$ cat config.mk
export PLATFORM = sky130hd
export DESIGN_NAME = fruit_spawn_scheduler
export DESIGN_NICKNAME = d
export VERILOG_FILES = /design/src/rtl/fruit_pkg.sv /design/src/rtl/fruit_spawn_scheduler_lfsr16.sv /design/src/rtl/fruit_spawn_scheduler.sv
export SDC_FILE = /design/constraint.sdc
export NUM_CORES = 1
export LEC_CHECK = 0
export CELL_PAD_IN_SITES_DETAIL_PLACEMENT = 1
export CELL_PAD_IN_SITES_GLOBAL_PLACEMENT = 1
export CORE_MARGIN = 2
export CORE_UTILIZATION = 34
export CTS_CLUSTER_DIAMETER = 150
export DETAILED_ROUTE_END_ITERATION = 8
export PLACE_DENSITY_LB_ADDON = 0.25
export SYNTH_ARGS = -nofsm -noshare
export SYNTH_HDL_FRONTEND = slang
export SYNTH_SLANG_ARGS = --single-unit
$ cat constraint.sdc
create_clock -name Clk -period 11.4 [get_ports Clk]
set_input_delay 2.28 -clock Clk [delete_from_list [all_inputs] [get_ports Clk]]
set_output_delay 2.28 -clock Clk [all_outputs]
set_load 0.005 [all_outputs]
$ cat src/rtl/fruit_pkg.sv
// Shared types and constants for the fruit spawn scheduler: slot record, FSM
// state encoding and the small helpers used by the update datapath.
package fruit_pkg;

    typedef struct packed {
        logic              active;
        logic [9:0]        x;
        logic signed [10:0] y;
        logic signed [5:0]  vy;
    } slot_t;

    typedef enum logic [1:0] {
        IDLE   = 2'd0,
        UPDATE = 2'd1,
        SPAWN  = 2'd2
    } state_t;

    localparam int          SCORE_MAX    = 999;
    localparam int          MISS_MAX     = 3;
    localparam logic [15:0] LFSR_MASK    = 16'hB400;
    localparam int          SPAWN_X_BASE = 64;

    // Magnitude of a - b; operands are pre-extended to 12 bits so neither
    // the 10-bit unsigned X nor the 11-bit signed Y can overflow.
    function automatic logic [11:0] abs_diff(input logic signed [11:0] a,
                                             input logic signed [11:0] b);
        logic signed [11:0] d;
        d = a - b;
        return (d < 0) ? 12'(-d) : 12'(d);
    endfunction

endpackage

$ cat src/rtl/fruit_spawn_scheduler_lfsr16.sv
// 16-bit Galois LFSR (right-shifting, taps in LFSR_MASK) supplying spawn
// X positions and launch speeds; advances every clock outside reset.
module lfsr16
    import fruit_pkg::*;
#(
    parameter logic [15:0] SEED = 16'hACE1
) (
    input  logic        Clk,
    input  logic        Reset,
    output logic [15:0] value
);

    always_ff @(posedge Clk) begin
        if (Reset) begin
            value <= SEED;
        end else begin
            value <= {1'b0, value[15:1]} ^ (value[0] ? LFSR_MASK : 16'h0000);
        end
    end

endmodule

$ cat src/rtl/fruit_spawn_scheduler.sv
// Frame-rate fruit pool: per frame it walks every slot (hit, fall, miss),
// then makes one spawn attempt. Slot state and score feed the display path.
module fruit_spawn_scheduler
    import fruit_pkg::*;
#(
    parameter int          NUM_SLOTS    = 4,
    parameter int          SPAWN_PERIOD = 60,
    parameter int          Y_START      = 479,
    parameter int          GRAVITY      = 1,
    parameter int          HIT_R        = 16,
    parameter logic [15:0] LFSR_SEED    = 16'hACE1
) (
    input  logic                    Clk,
    input  logic                    Reset,
    input  logic                    frame_tick,
    input  logic                    enable,
    input  logic                    slice_valid,
    input  logic [9:0]              slice_x,
    input  logic [9:0]              slice_y,
    output logic [NUM_SLOTS-1:0]    slot_active,
    output logic [10*NUM_SLOTS-1:0] slot_x,
    output logic [10*NUM_SLOTS-1:0] slot_y,
    output logic [9:0]              score,
    output logic [1:0]              misses,
    output logic                    game_over,
    output logic                    busy,
    output logic [1:0]              dbg_state
);

    localparam int IDX_W = $clog2(NUM_SLOTS);
    localparam int CNT_W = (SPAWN_PERIOD > 1) ? $clog2(SPAWN_PERIOD) : 1;

    state_t             state_q, state_d;
    logic [IDX_W-1:0]   idx_q;
    slot_t              slots_q [NUM_SLOTS];
    logic [CNT_W-1:0]   spawn_cnt_q;
    logic               pend_q;
    logic [9:0]         sx_q, sy_q;
    logic [9:0]         score_q;
    logic [1:0]         misses_q;
    logic               game_over_q;
    logic [15:0]        lfsr;
    logic               unused_lfsr;

    slot_t              cur;
    logic [11:0]        dx, dy;
    logic signed [11:0] y_sum, y_new;
    logic signed [5:0]  vy_new;
    logic               hit, miss, last_idx;
    logic               free_found;
    logic [IDX_W-1:0]   free_idx;

    lfsr16 #(.SEED(LFSR_SEED)) u_lfsr (
        .Clk   (Clk),
        .Reset (Reset),
        .value (lfsr)
    );

    assign unused_lfsr = ^{lfsr[15:13], lfsr[9]};

    always_comb begin
        state_d = state_q;
        case (state_q)
            IDLE:    if (frame_tick && enable && !game_over_q) state_d = UPDATE;
            UPDATE:  if (last_idx) state_d = SPAWN;
            SPAWN:   state_d = IDLE;
            default: state_d = IDLE;
        endcase
    end

    // Datapath for the slot selected by idx_q; hit uses the stored position.
    always_comb begin
        cur      = slots_q[idx_q];
        last_idx = (idx_q == IDX_W'(NUM_SLOTS - 1));
        dx       = abs_diff({2'b00, cur.x}, {2'b00, sx_q});
        dy       = abs_diff({cur.y[10], cur.y}, {2'b00, sy_q});
        hit      = cur.active && pend_q && (dx < 12'(HIT_R)) && (dy < 12'(HIT_R));
        y_sum    = {cur.y[10], cur.y} + {{6{cur.vy[5]}}, cur.vy};
        y_new    = (y_sum < 0) ? 12'sd0 : y_sum;
        vy_new   = cur.vy + 6'(GRAVITY);
        miss     = cur.active && !hit && (cur.vy > 0) && (y_new > $signed(12'(Y_START)));
    end

    always_comb begin
        free_found = 1'b0;
        free_idx   = '0;
        for (int i = NUM_SLOTS - 1; i >= 0; i--) begin
            if (!slots_q[i].active) begin
                free_found = 1'b1;
                free_idx   = IDX_W'(i);
            end
        end
    end

    // slice_valid is a fire-and-forget pulse with no ready: it is captured in
    // every state and the most recent pulse wins over both older data and the
    // end-of-frame clear.
    always_ff @(posedge Clk) begin
        if (Reset) begin
            state_q     <= IDLE;
            idx_q       <= '0;
            for (int i = 0; i < NUM_SLOTS; i++) slots_q[i] <= '0;
            spawn_cnt_q <= CNT_W'(SPAWN_PERIOD - 1);
            pend_q      <= 1'b0;
            sx_q        <= '0;
            sy_q        <= '0;
            score_q     <= '0;
            misses_q    <= '0;
            game_over_q <= 1'b0;
        end else begin
            state_q     <= state_d;
            game_over_q <= (misses_q == 2'(MISS_MAX));
            if (slice_valid) begin
                pend_q <= 1'b1;
                sx_q   <= slice_x;
                sy_q   <= slice_y;
            end else if (state_q == UPDATE && last_idx) begin
                pend_q <= 1'b0;
            end
            case (state_q)
                IDLE: idx_q <= '0;
                UPDATE: begin
                    idx_q <= last_idx ? '0 : idx_q + 1'b1;
                    if (hit) begin
                        slots_q[idx_q].active <= 1'b0;
                        if (score_q != 10'(SCORE_MAX)) score_q <= score_q + 10'd1;
                    end else if (miss) begin
                        slots_q[idx_q].active <= 1'b0;
                        if (misses_q != 2'(MISS_MAX)) misses_q <= misses_q + 2'd1;
                    end else if (cur.active) begin
                        slots_q[idx_q].y  <= y_new[10:0];
                        slots_q[idx_q].vy <= vy_new;
                    end
                end
                SPAWN: begin
                    if (spawn_cnt_q == '0) begin
                        spawn_cnt_q <= CNT_W'(SPAWN_PERIOD - 1);
                        if (free_found) begin
                            slots_q[free_idx].active <= 1'b1;
                            slots_q[free_idx].x  <= 10'(SPAWN_X_BASE) + {1'b0, lfsr[8:0]};
                            slots_q[free_idx].y  <= 11'(Y_START);
                            slots_q[free_idx].vy <= -(6'd8 + {3'b000, lfsr[12:10]});
                        end
                    end else begin
                        spawn_cnt_q <= spawn_cnt_q - 1'b1;
                    end
                end
                default: idx_q <= '0;
            endcase
        end
    end

    always_comb begin
        slot_active = '0;
        slot_x      = '0;
        slot_y      = '0;
        for (int i = 0; i < NUM_SLOTS; i++) begin
            slot_active[i]    = slots_q[i].active;
            slot_x[10*i +: 10] = slots_q[i].x;
            slot_y[10*i +: 10] = slots_q[i].y[9:0];
        end
    end

    assign score     = score_q;
    assign misses    = misses_q;
    assign game_over = game_over_q;
    assign busy      = (state_q != IDLE);
    assign dbg_state = state_q;

endmodule
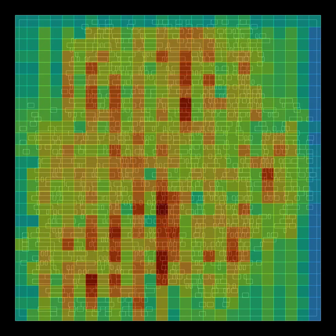
(routing congestion map)
WL per Instance: 19.7 µm
met3 usage: 2.49%
All-Layer GR Usage: 17.9%

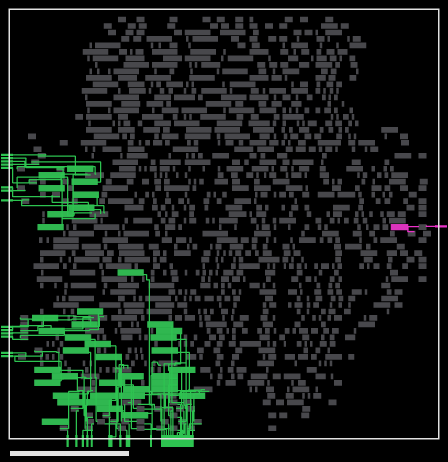
(nets reached from selected ports)
Bar = 50 µm.
green -> slot_y  # direction output, end cells 40, buffers 40, wire 1770 µm
magenta -> game_over  # direction output, end cells 1, buffers 1, wire 13.9 µm

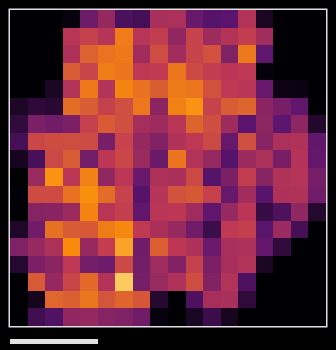
(cell density map)
Bar = 50 µm. The die is cut into 18 by 18 equal tiles; black is low, pale yellow is high, 0 to 100% covered.
nearly empty tiles = 17%
tiles over 75% full = 1.5%
densest ninth of the die = north
mean over tiles = 36%
emptiest ninth of the die = south-east
Pre-Place Util: 34.4%
Core Region: 0.0304 mm²
Final Core Density: 39.4%

==> results.py <==
# Physical implementation metrics
metrics = {
    "critical_path": {
        "rrSetupSlack_ps": 5620,
        "cp-end-kind": "register",
        "critPathBufInv": 2,
        "crit_family": "AND-OR/OR-AND gates",
        "r2r.worst_path.cells": 13,
        "cp-endpoint": "slots_q[3][6]",
        "cp_max_fo": 55,
        "critPathMostFrequentCell": "buf_4",
        "cp_num_cells": 13,
    },
    "place": {
        "io_buffers": 124,
        "post-place-ws_ps": 5410,
        "dp_hpwl_um": 20700,
        "placed_cells": 1437,
    },
    "sta": {
        "rsz0062_at_grt": "false",
        "worst_pin_slew_ps": 1240,
        "period_needed_ps": 5780,
        "relSlewSlack_pct": 17.1,
        "setup_slack_ps": 5620,
        "finalHoldViolations": 0,
    },
    "drt": {
        "vias": 7755,
        "drc": 0,
        "wirelength_um": 28900,
        "vias_per_cell": 5.28,
    },
    "logic_synthesis": {
        "synth-edff-count": 112,
        "floorplan.nets": 1112,
        "top_cell": "edfxtp_1",
        "yosysUniqueCellTypes": 82,
        "syn_inst": 1044,
        "top_area_cell": "edfxtp_1",
        "ff_type": "edfxtp_1",
        "synth_warnings": 0,
        "yosys.stat.seqShare_pct": 44.0,
        "ys_ff": 174,
        "top_cell_area_share_pct": 32.1,
        "yosys-stat-area_mm2": 0.0105,
        "area_leaders": "edfxtp_1 (32%), dfxtp_1 (12%), buf_4 (6.2%)",
        "common_cells": "edfxtp_1 (112), nor2_1 (110), nand2_1 (87)",
    },
    "hold_path": {
        "hold_end": "u_lfsr.value[14]",
        "min_from": "u_lfsr.value[15]",
        "worstHoldPathCells": 1,
    },
    "cells_and_area": {
        "sh_comb_area_pct": 39.9,
        "logic_gates": 678,
        "regMostFlops": "slots_q",
        "biggestCellCategory": "multi-input combinational cells",
        "nClkBuffers": 18,
        "top_regs": "slots_q x112, u_lfsr.value x16",
        "layout_top_cell": "clkdlybuf4s50_1",
        "seq_cells": 174,
        "fillerInstances": 3420,
        "num-nonclk-inverters": 57,
        "largest_register_ffs": 112,
        "clkCellAreaFrac_pct": 5.04,
        "final_layout_size_suffix_gt1_share_pct": 9.23,
        "buffer_area_share_pct": 10.8,
    },
    "clock_network": {
        "post_cts_buffers": 0,
        "cts-root-buf": "clkbuf_16",
        "numCtsBuffers": 17,
        "clock_tree.buffer_depth": 2,
        "ctsHoldBuffers": 0,
        "clk_pin_slew_ps": 80,
        "ctsResizeCount": 0,
        "clock_latency_ps": 440,
    },
    "power_and_ir_drop": {
        "power.density_mw_per_mm2": 134,
        "p_comb_share_pct": 17.4,
        "cellInternalPower_w": 0.00113,
        "total_power_w": 0.00161,
        "p_clk_share_pct": 38.2,
        "p_comb_w": 0.000279,
        "p_seq_w": 0.000714,
        "switching_share_pct": 29.4,
    },
    "grt": {
        "grt_first_pass_wirelength_um": 45900,
    },
    "job": {
        "drv_cap": 0,
    },
    "die": {
        "io_pins": 125,
    },
    "run_status": {
        "status": "complete, no violations",
    },
}
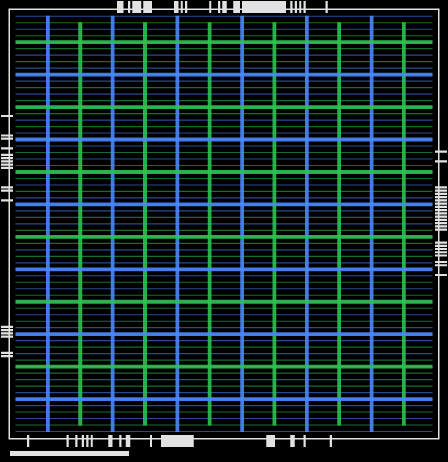
(floorplan with the power grid)
Bar = 50 µm. Pins as bars on the die edge.
blue -> VSS
green -> VDD
signal pins = 125
rows = 64
Die Y: 179 µm
VDD IR max: 0.0889 mV
width of the die: 179 µm

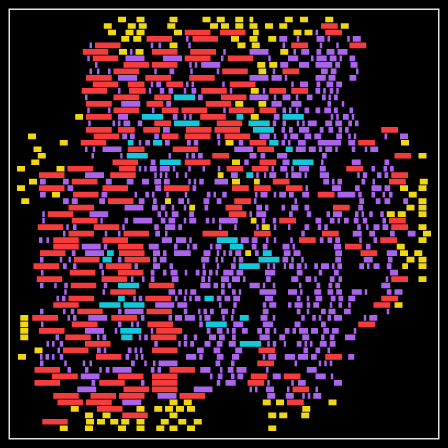
(placed cells, one colour a class)
purple -> remaining logic cells  # cells 735, share of their area 43%
red -> sequential cells  # cells 174, share of their area 40%
yellow -> remaining buffers and delay cells  # cells 132, share of their area 11%
cyan -> clock drivers and dummy loads  # cells 32, share of their area 5.3%
sequential share of cell area: 38.4%
row count: 64
post-layout instance area: 0.0120 mm²

## layer usage
layer / wire length [µm] / global-route usage, % / share of wire, %
met5: 0 / 0 / 0
met4: 254 / 3.80 / 0.88
met1: 13800 / 24.2 / 48
met3: 799 / 2.49 / 2.8
met2: 14100 / 30.6 / 49
## cells by family (layout without fill, tap and decap cells)
| group | count (synthesis) | count (layout) | share of synthesized area [%] |
|---|---|---|---|
| flip-flops | 174 | 174 | 44.0 |
| XOR/XNOR | 29 | 29 | 2.43 |
| buffers and inverters | 192 | 221 | 10.6 |
| AND-OR/OR-AND | 208 | 208 | 12.9 |
| adder cells (fa/ha/maj) | 43 | 43 | 5.36 |
| multiplexers | 58 | 58 | 8.97 |
| AND/OR/NAND/NOR | 340 | 340 | 15.8 |
